[src/rtl/sync_fifo_buf.sv]
// rtl/sync_fifo_buf.sv - single-clock FIFO with registered/show-ahead read, thresholds and sticky errors
//
// Ports:
//   clk          rising-edge clock
//   rst          asynchronous active-low reset
//   wr_en/wdata  write request and data
//   rd_en        read request (pop of the displayed word in show-ahead mode)
//   rdata/rvalid read data and its valid qualifier
//   full/empty   occupancy == FIFO_LENGTH / == 0
//   almost_full  count >= AF_LEVEL
//   almost_empty count <= AE_LEVEL
//   count        occupancy, 0..FIFO_LENGTH
//   overflow     sticky, a write was rejected
//   underflow    sticky, a read was rejected
//   clr_err      synchronous clear of overflow/underflow (a coincident set wins)

module sync_fifo_buf #(
  parameter int DATA_WIDTH  = 4,
  parameter int FIFO_LENGTH = 128,
  parameter int READ_REG    = 1,
  parameter int AF_LEVEL    = FIFO_LENGTH - 2,
  parameter int AE_LEVEL    = 2,
  localparam int ADDR_W     = $clog2(FIFO_LENGTH)
) (
  input  logic                  clk,
  input  logic                  rst,
  input  logic                  wr_en,
  input  logic [DATA_WIDTH-1:0] wdata,
  input  logic                  rd_en,
  output logic [DATA_WIDTH-1:0] rdata,
  output logic                  rvalid,
  output logic                  full,
  output logic                  empty,
  output logic                  almost_full,
  output logic                  almost_empty,
  output logic [ADDR_W:0]       count,
  output logic                  overflow,
  output logic                  underflow,
  input  logic                  clr_err
);

  localparam logic [ADDR_W:0] AF_TH = (ADDR_W + 1)'(AF_LEVEL);
  localparam logic [ADDR_W:0] AE_TH = (ADDR_W + 1)'(AE_LEVEL);

  logic [DATA_WIDTH-1:0] mem [FIFO_LENGTH];

  // One extra MSB on each pointer distinguishes full from empty when the
  // low (address) bits coincide.
  logic [ADDR_W:0] wptr;
  logic [ADDR_W:0] rptr;
  logic            rd_acc;
  logic            wr_acc;

  assign empty = (wptr == rptr);
  assign full  = (wptr[ADDR_W] != rptr[ADDR_W]) &&
                 (wptr[ADDR_W-1:0] == rptr[ADDR_W-1:0]);

  // Modulo subtraction of the wide pointers gives occupancy directly,
  // including across the wrap.
  assign count        = wptr - rptr;
  assign almost_full  = (count >= AF_TH);
  assign almost_empty = (count <= AE_TH);

  // A write into a full FIFO is still taken when a read frees the head slot
  // on the same edge; the slot being written is the one being read, and the
  // read sees the old word because both use non-blocking updates.
  assign rd_acc = rd_en & ~empty;
  assign wr_acc = wr_en & (~full | rd_acc);

  always_ff @(posedge clk or negedge rst) begin
    if (!rst) begin
      wptr <= '0;
      rptr <= '0;
    end else begin
      if (wr_acc) wptr <= wptr + 1'b1;
      if (rd_acc) rptr <= rptr + 1'b1;
    end
  end

  // Storage is deliberately not reset.
  always_ff @(posedge clk) begin
    if (wr_acc) mem[wptr[ADDR_W-1:0]] <= wdata;
  end

  always_ff @(posedge clk or negedge rst) begin
    if (!rst) begin
      overflow  <= 1'b0;
      underflow <= 1'b0;
    end else begin
      overflow  <= (overflow  & ~clr_err) | (wr_en & ~wr_acc);
      underflow <= (underflow & ~clr_err) | (rd_en & ~rd_acc);
    end
  end

  generate
    if (READ_REG != 0) begin : g_reg_read
      always_ff @(posedge clk or negedge rst) begin
        if (!rst) begin
          rdata  <= '0;
          rvalid <= 1'b0;
        end else begin
          rvalid <= rd_acc;
          if (rd_acc) rdata <= mem[rptr[ADDR_W-1:0]];
        end
      end
    end else begin : g_show_ahead
      // Head word is presented continuously; rd_en acknowledges it.
      assign rdata  = mem[rptr[ADDR_W-1:0]];
      assign rvalid = ~empty;
    end
  endgenerate

endmodule

[config.mk]
export PLATFORM = sky130hd
export DESIGN_NAME = sync_fifo_buf
export DESIGN_NICKNAME = d
export VERILOG_FILES = /design/src/rtl/sync_fifo_buf.sv
export SDC_FILE = /design/constraint.sdc
export NUM_CORES = 1
export LEC_CHECK = 0
export CAP_MARGIN = 40
export CORE_ASPECT_RATIO = 1.5
export CORE_UTILIZATION = 50
export CTS_CLUSTER_SIZE = 14
export DETAILED_ROUTE_END_ITERATION = 12
export GPL_ROUTABILITY_DRIVEN = 1
export GPL_TIMING_DRIVEN = 0
export PLACE_DENSITY = 0.66
export SLEW_MARGIN = 20
export SYNTH_ARGS = -nofsm -noshare
export SYNTH_HDL_FRONTEND = slang
export SYNTH_SLANG_ARGS = --single-unit
[constraint.sdc]
create_clock -name clk -period 4.4 [get_ports clk]
set_input_delay 0.88 -clock clk [delete_from_list [all_inputs] [get_ports clk]]
set_output_delay 0.88 -clock clk [all_outputs]
set_load 0.1 [all_outputs]
Figure 1. Metal 3.
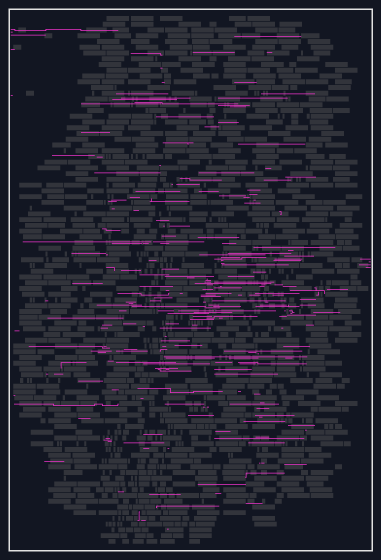
share of all routed wire: 5.6%
wire length on this layer: 2880 um
main direction: horizontal
nets with wire on the layer: 135
grt met3 use: 3.23%
number of vias in the routed layout: 11146
final wirelength: 51.7 mm

==> GITHUB_STEP_SUMMARY <==
### Flow metrics

| Metric | Value |
|---|---|
| Run status | finished clean |
| Register share after synthesis | 74.4% |
| Most used DFF post-synth | sky130_fd_sc_hd__edfxtp_1 |
| Crit path time final | 4.23 ns |
| CTS root buf | sky130_fd_sc_hd__clkbuf_16 |
| Endpoint of the worst setup timing path | count[7] |
| Proportion of synthesized flip-flops having asynchronous set or reset | 4.30% |
| Routed length on met2 | 28.0 mm |
| Fraction of the mapped netlist area in adder cells | 0.677% |
| Critical path buffer and inverter count | 3 |
| Xor+xnor area frac | 0.776% |
| ClkCell Share | 6.23% |
| Clk_buf instances | 70 |
| Logic depth of the worst register-to-register path | 9 |
| Final hold viol count | 0 |
| Switching power | 6.11 mW |
| Crit Path Class | reg2out |
| Count of final max-slew check failures | 0 |
| Critical-path top delay cell | sky130_fd_sc_hd__clkdlybuf4s50_1 |
| GR Util met1 | 29.2% |
| Count of non-CTS inverters in the layout | 16 |
| Met1 layer wirelength in the final routing | 18.7 mm |
| Worst ir drop on vdd | 0.724 mV |
| Delay of the slowest cell on the worst path | 0.56 ns |
| Number of nets in the synthesized netlist | 1172 |
| Well-Tap Cells | 564 |
| Post-detailed-route via-to-cell ratio | 5.95 |
| Sequential power share | 34.9% |
| Largest area contributor in the synthesized netlist | sky130_fd_sc_hd__edfxtp_1 |
| Number of buffers added by the clock tree synthesis step | 49 |
| Critical-path cell list | clkinv_2 -> ha_2 -> o21a_1 -> o31ai_2 -> a21oi_2 -> xnor2_4 -> clkdlybuf4s50_1 -> buf_8 |
| Synthesis area per yosys | 21400 um^2 |
| Share of the core filled with cells in the final layout | 58.7% |
| Int Pwr | 10.8 mW |
| Worst skew pair latency | 0.57 ns |
| Combinational share of cell area | 21.2% |
| Sequential cell count | 535 |
| Residual antenna-violating net count after detailed routing | 0 |
| Top-level I/O count | 28 |
| Gr usage total | 24.4% |
| Proportion of total power due to net switching | 36.2% |
| Tool warnings | 31 |
| Global-route met2 utilization | 43.7% |
| Critical path capture point type | primary output |
| Synth top area cells | sky130_fd_sc_hd__edfxtp_1 (72%), sky130_fd_sc_hd__mux4_2 (12%), sky130_fd_sc_hd__mux2i_1 (2.8%) |
| Reg2Reg Capture Point | mem[87][1] |
| Power density cells | 682 nW/um^2 |
| CTS tree | yes |
| Top logic cells by instance count in the layout | sky130_fd_sc_hd__edfxtp_1 (512), sky130_fd_sc_hd__nor2_1 (154), sky130_fd_sc_hd__mux4_2 (112) |
| Worst hold slack across all endpoints | 0.336 ns |
| Synth Cell Area | 21400 um^2 |
| Crit path depth | 8 |
| Post-layout total power | 16.9 mW |
| Fraction of layout instances using a drive strength above 1 | 21.2% |
Figure 2. Sizing map.
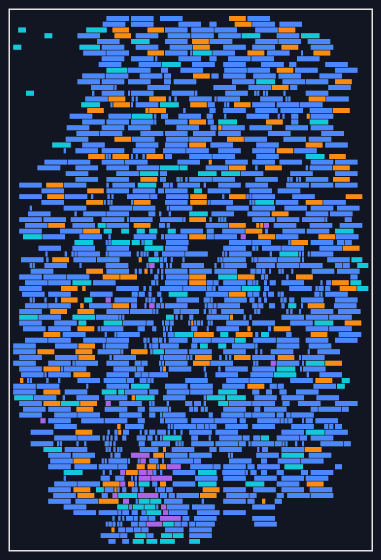
legend:
  cyan:
    size: _6 and larger
    cells: 109
  purple:
    size: _3 and _4 cells
    cells: 24
  blue:
    size: _0 and _1 cells
    cells: 1032
  orange:
    size: _2 cells
    cells: 144
final std cell area, no fill: 24700 um^2
buffer count excluding the clock tree in the final layout: 123
Area Growth Syn to Fin: 15.3%
worst path setup slack after routing: 0.174 ns

Power and IR drop assume default switching activity.
